Figure 1. PDN straps and rails (run 1).
Scale bar: 20 um. Pins as bars on the die edge.
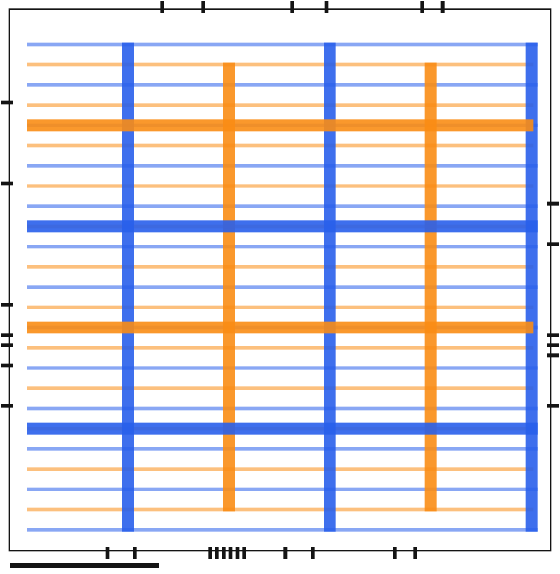
Figure 2. Cell classes on the final placement (run 1).
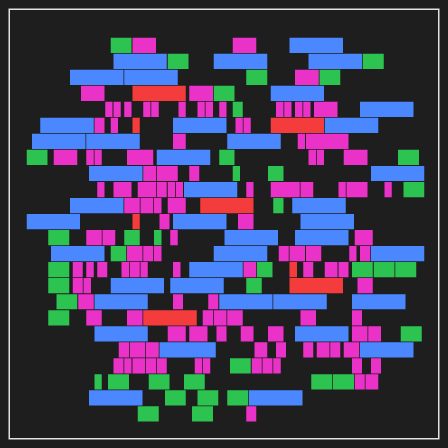
Figure 3. Routed clock nets over the placement (run 1).
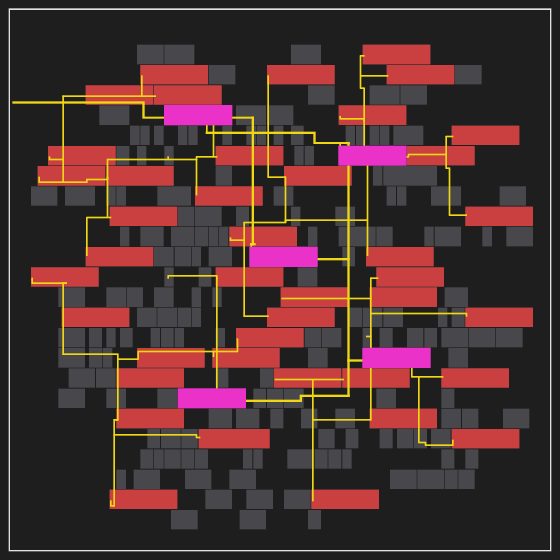
## src/rtl/serial_subtractor_pkg.sv

```systemverilog
// serial_subtractor_pkg
// Shared definitions for the bit-serial subtractor: the control FSM state
// encoding and the default operand width.
package serial_subtractor_pkg;

    // Default operand/result width in bits.
    localparam int DEFAULT_WIDTH = 8;

    // Control FSM states.
    typedef enum logic [1:0] {
        IDLE  = 2'd0,
        SHIFT = 2'd1,
        DONE  = 2'd2
    } state_e;

endpackage

```

## src/rtl/serial_subtractor_full_subtractor.sv

```systemverilog
// full_subtractor
// One-bit combinational full subtractor used by the serial datapath.
// Ports:
//   in_a       minuend bit
//   in_b       subtrahend bit
//   in_borrow  borrow from the previous (less significant) bit
//   out_diff   difference bit
//   out_borrow borrow into the next (more significant) bit
module full_subtractor (
    input  logic in_a,
    input  logic in_b,
    input  logic in_borrow,
    output logic out_diff,
    output logic out_borrow
);

    assign out_diff   = in_a ^ in_b ^ in_borrow;
    // Borrow when b exceeds a, or when they are equal and a borrow ripples in.
    assign out_borrow = (~in_a & in_b) | (~(in_a ^ in_b) & in_borrow);

endmodule

```

## src/rtl/serial_subtractor.sv

```systemverilog
// serial_subtractor
// Bit-serial unsigned subtractor: accepts an operand pair with a valid/ready
// handshake, processes one bit per clock LSB first, and presents
// (in_a - in_b) mod 2^WIDTH together with the final borrow until consumed.
// Optional feature macro: SERIAL_SUBTRACTOR_OVF_EN adds out_ovf, the signed
// two's-complement overflow flag of the same subtraction.
// Ports:
//   clk        clock, rising edge
//   rst_n      asynchronous active-low reset
//   in_valid   operand pair offered
//   in_ready   block accepts operands (IDLE only)
//   in_a       minuend, unsigned
//   in_b       subtrahend, unsigned
//   out_valid  result available (DONE only)
//   out_ready  consumer takes result
//   out_diff   (in_a - in_b) mod 2^WIDTH
//   out_borrow 1 when in_a < in_b
//   out_ovf    signed overflow (only with SERIAL_SUBTRACTOR_OVF_EN)
module serial_subtractor
    import serial_subtractor_pkg::*;
#(
    parameter int WIDTH = DEFAULT_WIDTH
) (
    input  logic             clk,
    input  logic             rst_n,
    input  logic             in_valid,
    output logic             in_ready,
    input  logic [WIDTH-1:0] in_a,
    input  logic [WIDTH-1:0] in_b,
    output logic             out_valid,
    input  logic             out_ready,
    output logic [WIDTH-1:0] out_diff,
`ifdef SERIAL_SUBTRACTOR_OVF_EN
    output logic             out_borrow,
    output logic             out_ovf
`else
    output logic             out_borrow
`endif
);

    localparam int               CNT_W    = $clog2(WIDTH) + 1;
    localparam logic [CNT_W-1:0] LAST_BIT = CNT_W'(WIDTH - 1);
    localparam logic [CNT_W-1:0] CNT_ONE  = CNT_W'(1);
    localparam logic [WIDTH-1:0] ZERO_W   = {WIDTH{1'b0}};

    state_e            state_q;
    logic [WIDTH-1:0]  a_q;
    logic [WIDTH-1:0]  b_q;
    logic [WIDTH-1:0]  res_q;
    logic [WIDTH-1:0]  diff_q;
    logic [CNT_W-1:0]  cnt_q;
    logic              bor_q;
    logic              borrow_q;
    logic              ready_q;
    logic              valid_q;
    logic              d_s;
    logic              bor_s;
`ifdef SERIAL_SUBTRACTOR_OVF_EN
    logic              ovf_q;
`endif

    // Per-bit arithmetic always works on the current LSBs of the operand shifters.
    full_subtractor u_full_subtractor (
        .in_a       (a_q[0]),
        .in_b       (b_q[0]),
        .in_borrow  (bor_q),
        .out_diff   (d_s),
        .out_borrow (bor_s)
    );

    // Control FSM, serial datapath and registered handshake/result outputs.
    always_ff @(posedge clk or negedge rst_n) begin
        if (!rst_n) begin
            state_q  <= IDLE;
            a_q      <= ZERO_W;
            b_q      <= ZERO_W;
            res_q    <= ZERO_W;
            diff_q   <= ZERO_W;
            cnt_q    <= {CNT_W{1'b0}};
            bor_q    <= 1'b0;
            borrow_q <= 1'b0;
            ready_q  <= 1'b1;
            valid_q  <= 1'b0;
`ifdef SERIAL_SUBTRACTOR_OVF_EN
            ovf_q    <= 1'b0;
`endif
        end else begin
            case (state_q)
                IDLE: begin
                    if (in_valid) begin
                        a_q     <= in_a;
                        b_q     <= in_b;
                        bor_q   <= 1'b0;
                        cnt_q   <= {CNT_W{1'b0}};
                        ready_q <= 1'b0;
                        state_q <= SHIFT;
                    end
                end
                SHIFT: begin
                    a_q   <= {1'b0, a_q[WIDTH-1:1]};
                    b_q   <= {1'b0, b_q[WIDTH-1:1]};
                    bor_q <= bor_s;
                    res_q <= {d_s, res_q[WIDTH-1:1]};
                    cnt_q <= cnt_q + CNT_ONE;
                    if (cnt_q == LAST_BIT) begin
                        // Last bit: publish the completed result alongside this bit.
                        diff_q   <= {d_s, res_q[WIDTH-1:1]};
                        borrow_q <= bor_s;
`ifdef SERIAL_SUBTRACTOR_OVF_EN
                        // Operand LSBs are now the original sign bits; d_s is the result sign.
                        ovf_q    <= (a_q[0] ^ b_q[0]) & (d_s ^ a_q[0]);
`endif
                        valid_q  <= 1'b1;
                        state_q  <= DONE;
                    end
                end
                DONE: begin
                    if (out_ready) begin
                        valid_q <= 1'b0;
                        ready_q <= 1'b1;
                        state_q <= IDLE;
                    end
                end
                default: begin
                    valid_q <= 1'b0;
                    ready_q <= 1'b1;
                    state_q <= IDLE;
                end
            endcase
        end
    end

    assign in_ready   = ready_q;
    assign out_valid  = valid_q;
    assign out_diff   = diff_q;
    assign out_borrow = borrow_q;
`ifdef SERIAL_SUBTRACTOR_OVF_EN
    assign out_ovf    = ovf_q;
`endif

endmodule

```

## config.mk

```make
export PLATFORM = sky130hd
export DESIGN_NAME = serial_subtractor
export DESIGN_NICKNAME = d
export VERILOG_FILES = /design/src/rtl/serial_subtractor_pkg.sv /design/src/rtl/serial_subtractor_full_subtractor.sv /design/src/rtl/serial_subtractor.sv
export SDC_FILE = /design/constraint.sdc
export NUM_CORES = 1
export LEC_CHECK = 0
export CAP_MARGIN = 20
export CORE_MARGIN = 2
export CORE_UTILIZATION = 39
export CTS_BUF_LIST = sky130_fd_sc_hd__clkbuf_16
export DETAILED_ROUTE_END_ITERATION = 10
export GPL_ROUTABILITY_DRIVEN = 0
export RECOVER_POWER = 50
export SETUP_SLACK_MARGIN = 0.05
export SLEW_MARGIN = 20
export SYNTH_ARGS = -nofsm -noshare
export SYNTH_HDL_FRONTEND = slang
export SYNTH_SLANG_ARGS = --single-unit
```

## constraint.sdc

```tcl
create_clock -name clk -period 2.18 [get_ports clk]
set_clock_uncertainty 0.1 [all_clocks]
set_input_delay 0.436 -clock clk [delete_from_list [all_inputs] [get_ports clk]]
set_output_delay 0.436 -clock clk [all_outputs]
set_load 0.01 [all_outputs]
```

==> flow_summary.yaml, run 1 <==
# physical design summary
sta:
  fmax_mhz: 527.9
  maxSlewHeadroom_pct: 27.14
  rsz0062_at_grt: "false"
  report.final.hold_viol_count: 0
  fin_crit_ns: 1.894
  setup_viol_count_final: 0
  worst_hold_slack_ns: 0.2358
power_and_ir_drop:
  clock_power_share_pct: 22.6
  powerClk_mw: 0.689
  pg_seq_mw: 1.29
  power.combinational.fraction_pct: 35.0
  p_sw_share_pct: 32.84
  static_leakage_power_nw: 1.035
  power.ir.vdd_worst_mv: 0.5274
  power_leader: "sequential cells"
  power_frac_seq_pct: 42.4
  power.switching_mw: 0.9996
finish:
  dominant_cells: "registers"
  inverters_excl_clock: 4
  final_layout_top_logic_cells: "sky130_fd_sc_hd__dfrtp_1 (40), sky130_fd_sc_hd__nand2_1 (32), sky130_fd_sc_hd__clkdlybuf4s50_1 (29), sky130_fd_sc_hd__o21ai_0 (18), sky130_fd_sc_hd__a22oi_1 (13)"
  layout_cells_sized_above_1_pct: 10.95
  finish.cell_count_without_fillers: 262
  fillCellCount: 425
  antennaDiodeCount: 0
  clock_tree_area_fraction_pct: 5.895
  area_share_of_buffers_outside_the_clock_network_pct: 15.41
  nMultiInputCombCells: 117
critical_path:
  crit_path_end: "in_ready"
  critical_path.endpoint_type: "primary output"
  timing.rr.start: "cnt_q[0]"
  stage_delay_of_the_slowest_cell_on_the_critical_path_ns: 0.54
  critical_path_arrival_ns: 1.36
  cp_max_fo: 3
  critPathLaunch: "in_ready"
synthesis:
  synth.ff_latch_count: 41
  synth_cells: 174
  postSynthSeqShare_pct: 55.93
  floorplan.nets: 196
  yosysMostFrequentCell: "sky130_fd_sc_hd__dfrtp_1"
  yosys_warn_count: 0
  yosys_stat_cell_total: 174
  post_synth_num_cell_types: 31
  postSynth.asyncResetShare_pct: 100.0
routing:
  routed_wl_um: 3873
  ant_nets: 0
  detailedRoute.firstPassIterationCount: 4
  met1_wl_um: 1744
  post_drt_wl_per_cell_um: 14.78
clocking:
  ctsLongestPathBuffers: 2
  cts-root-buf: "sky130_fd_sc_hd__clkbuf_16"
  hold_buffers: 0
  clock.latency.late_pin_ns: 0.28
  clock-sinks: 41
  cts_setup_buffers: 0
floorplanning:
  num_rows: 24
  die_h_um: 72.63
  io_pins: 31
  core_area_um2: 4444
  tapCellCount: 52
  floorplan.die.width_um: 72.63
global_routing:
  global_route.usage.met2_pct: 28.28
  grt_pass1_vias: 1463
  grt_overflow: 0
  gr-max-usage-layer: "met2"
  grt_antenna_before_repair: 0
hold_path:
  min_path_type: "in -> async"
outcome:
  outcome: "completed"
placement:
  place.port_buffers: 30
job:
  warnings: 26
  maxCapViolations: 0
-- Figure 1 (at the start) --
legend:
  orange:
    net: VDD
  blue:
    net: VSS
met5 straps: 4
met1 rails: 25
rows: 24
signal pins: 31
met4 straps: 5

-- Figure 2 (at the start) --
legend:
  blue:
    class: sequential cells
    cells: 41
    share_of_their_area: 46%
  green:
    class: remaining buffers and delay cells
    cells: 40
    share_of_their_area: 16%
  red:
    class: clock drivers and dummy loads
    cells: 8
    share_of_their_area: 6.1%
  magenta:
    class: combinational and other logic
    cells: 121
    share_of_their_area: 32%

-- Figure 3 (at the start) --
legend:
  red:
    item: flip-flops
    count: 41
  yellow:
    item: clock wires
    length: 550 um
  magenta:
    item: clock drivers
    count: 5
routed clock nets: 6

[run 1: metrics by stage]
stage | total power, mW | setup slack, ns | instance area, um^2
2_1_floorplan | 1.968 | 0.6410 | 1837
3_3_place_gp | 2.356 | 0.4411 | 2215
3_5_place_dp | 2.412 | 0.3507 | 2215
4_1_cts | 3.112 | 0.2810 | 2351
5_1_grt | 3.301 | 0.2168 | 2313
6_report | 3.044 | 0.2858 | 2313
[run 1: kinds of logic (layout without fill, tap and decap cells)]
| kind of cell | after synthesis | count (layout) | share of synthesized area (%) |
|---|---|---|---|
| compound gates | 52 | 52 | 17.51 |
| simple gates | 53 | 53 | 14.17 |
| fa+ha+maj | 2 | 2 | 1.771 |
| flops | 41 | 41 | 55.93 |
| buf+inv | 16 | 52 | 4.632 |
| mux | 10 | 10 | 5.995 |
==> run 2, diff against run 1 <==
--- a/config.mk
+++ b/config.mk
@@ -6,7 +6,7 @@
 export NUM_CORES = 1
 export LEC_CHECK = 0
 export CAP_MARGIN = 20
-export CORE_MARGIN = 2
+export CORE_MARGIN = 1.5
 export CORE_UTILIZATION = 39
 export CTS_BUF_LIST = sky130_fd_sc_hd__clkbuf_16
 export DETAILED_ROUTE_END_ITERATION = 10
==> run 2 against run 1 <==
Fmax rose by 0.61%. Count of clock-buffer cells in the layout stayed put. Total power up 0.68%. Die area fell by 2.7%. Wire length is 0.57% lower. Core utilization increased by 0.23 points. Area after synthesis did not move. First-iteration DRC count shrank 42%. Sequential power hardly changed. Final cell count unchanged. Sequential share of layout area down 0.19 points. Critical path type unchanged. Critical endpoint unchanged.
==> flow_summary.yaml, run 2 <==
# physical design summary
clocking:
  clock-sinks: 41
  cts_setup_buffers: 0
  clock.latency.late_pin_ns: 0.28
  hold_buffers: 0
  ctsLongestPathBuffers: 2
synthesis:
  synth_adder_area_share_pct: 1.771
  yosys_stat_cell_total: 174
  yosysMostFrequentCell: "sky130_fd_sc_hd__dfrtp_1"
  postSynth.asyncResetShare_pct: 100.0
  synthTopLogicFamily: "AND-OR/OR-AND gates"
  yosys-mux-area-fraction_pct: 5.995
  postSynthSeqShare_pct: 55.93
  simple_gate_share_pct: 14.17
  ys_sh_aoi_pct: 17.51
  yosys_warn_count: 0
  floorplan.nets: 196
  xor_xnor_area_share_pct: 0
  ys_dominant_reg_cell: "sky130_fd_sc_hd__dfrtp_1"
  synth_cells: 174
  synth.ff_latch_count: 41
  post_synth_num_cell_types: 31
floorplanning:
  floorplanUtilization_pct: 41.33
  num_rows: 24
  die_h_um: 71.63
  floorplan.die.width_um: 71.63
  io_pins: 31
sta:
  post_route_setup_slack_ns: 0.2972
  fin_crit_ns: 1.883
  maxSlewHeadroom_pct: 26.88
  fmax_mhz: 531.1
  rsz0062_at_grt: "false"
  report.final.hold_viol_count: 0
  setup_viol_count_final: 0
global_routing:
  grt_overflow: 0
  grt_antenna_before_repair: 0
outcome:
  outcome: "completed"
finish:
  final_layout_top_logic_cells: "sky130_fd_sc_hd__dfrtp_1 (40), sky130_fd_sc_hd__nand2_1 (32), sky130_fd_sc_hd__clkdlybuf4s50_1 (29), sky130_fd_sc_hd__o21ai_0 (18), sky130_fd_sc_hd__a22oi_1 (13)"
  finish.cell_count_without_fillers: 262
  fillCellCount: 394
  finish.instance_area_um2: 2323
  antennaDiodeCount: 0
job:
  maxCapViolations: 0
  warnings: 26
power_and_ir_drop:
  power_frac_seq_pct: 42.0
  powerClk_mw: 0.701
  power.combinational.fraction_pct: 35.1
  power.ir.vdd_worst_mv: 0.7172
  p_sw_share_pct: 32.83
  clock_power_share_pct: 22.9
  static_leakage_power_nw: 1.031
  pg_seq_mw: 1.29
  power_leader: "sequential cells"
  power.switching_mw: 1.006
  power-per-cell-area_nw_per_um2: 1319
critical_path:
  timing.rr.start: "state_q[0]"
  crit_path_end: "in_ready"
  critPathLaunch: "in_ready"
  cp_max_fo: 3
  stage_delay_of_the_slowest_cell_on_the_critical_path_ns: 0.54
  critical_path_arrival_ns: 1.35
  cp_num_buf_inv: 1
  critical_path.endpoint_type: "primary output"
routing:
  detailedRoute.firstPassIterationCount: 6
  routed_wl_um: 3851
  ant_nets: 0
  post_drt_wl_per_cell_um: 14.70
hold_path:
  min_path_type: "in -> async"
placement:
  place.port_buffers: 30
  place_worst_setup_slack_ns: 0.3333
  placed_area_um2: 2215
[run 2: layout make-up]
| type | instances | area, um^2 | share of cell area [%] |
|---|---|---|---|
| well taps | 52 | 65.06 | 2.800 |
| clock buffers | 5 | 125.1 | 5.385 |
| clock inverters | 3 | 17.52 | 0.7539 |
| repair buffers | 40 | 360.3 | 15.51 |
| inverters | 4 | 15.01 | 0.6462 |
| multi-input cells | 117 | 713.2 | 30.69 |
| flip-flops and latches | 41 | 1027 | 44.21 |
[run 2: routing by layer]
layer,global-route usage [%],part of all wire (%),up-vias
met3,4.079,3.7,2
li1,-,-,669
met1,21.93,48,682
met4,6.289,0.65,0
met5,0,0,-
met2,25.62,47,26
Figure 4. PDN straps and rails (run 2).
Scale bar: 20 um. Pins as bars on the die edge.
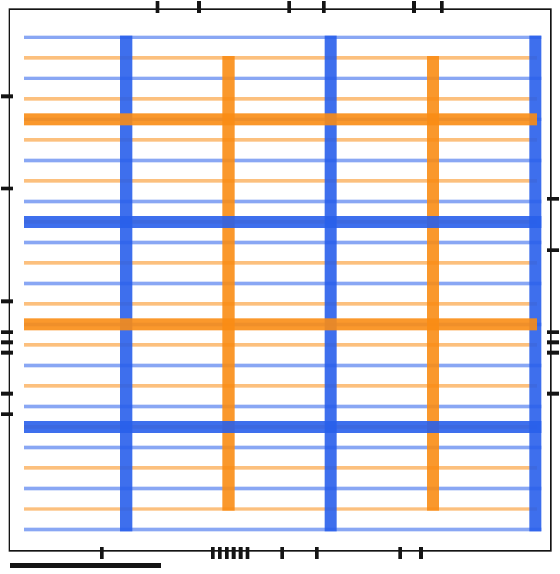
legend:
  orange:
    net: VDD
  blue:
    net: VSS
signal pins: 31
met4 straps: 5
met1 rails: 25

Figure 5. Cell classes on the final placement (run 2).
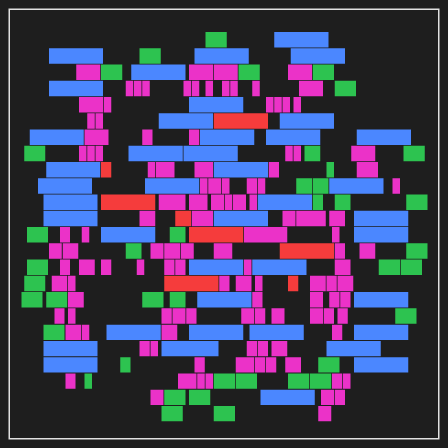
legend:
  blue:
    class: sequential cells
    cells: 41
    share_of_their_area: 45%
  magenta:
    class: combinational and other logic
    cells: 121
    share_of_their_area: 32%
  green:
    class: remaining buffers and delay cells
    cells: 40
    share_of_their_area: 16%
  red:
    class: clock drivers and dummy loads
    cells: 8
    share_of_their_area: 6.3%
share of the final layout cell area in sequential cells: 44.21%
Core ar.: 4444 um^2

Figure 6. Metal layers overlaid (run 2).
Scale bar: 20 um.
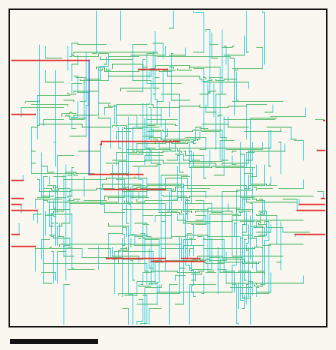
legend:
  cyan:
    layer: metal 2
    wire_length: 1,830 um
  blue:
    layer: metal 4
    wire_length: 25.8 um
  green:
    layer: metal 1
    wire_length: 1,850 um
  red:
    layer: metal 3
    wire_length: 144 um

Power is estimated from default activity; no workload was simulated.
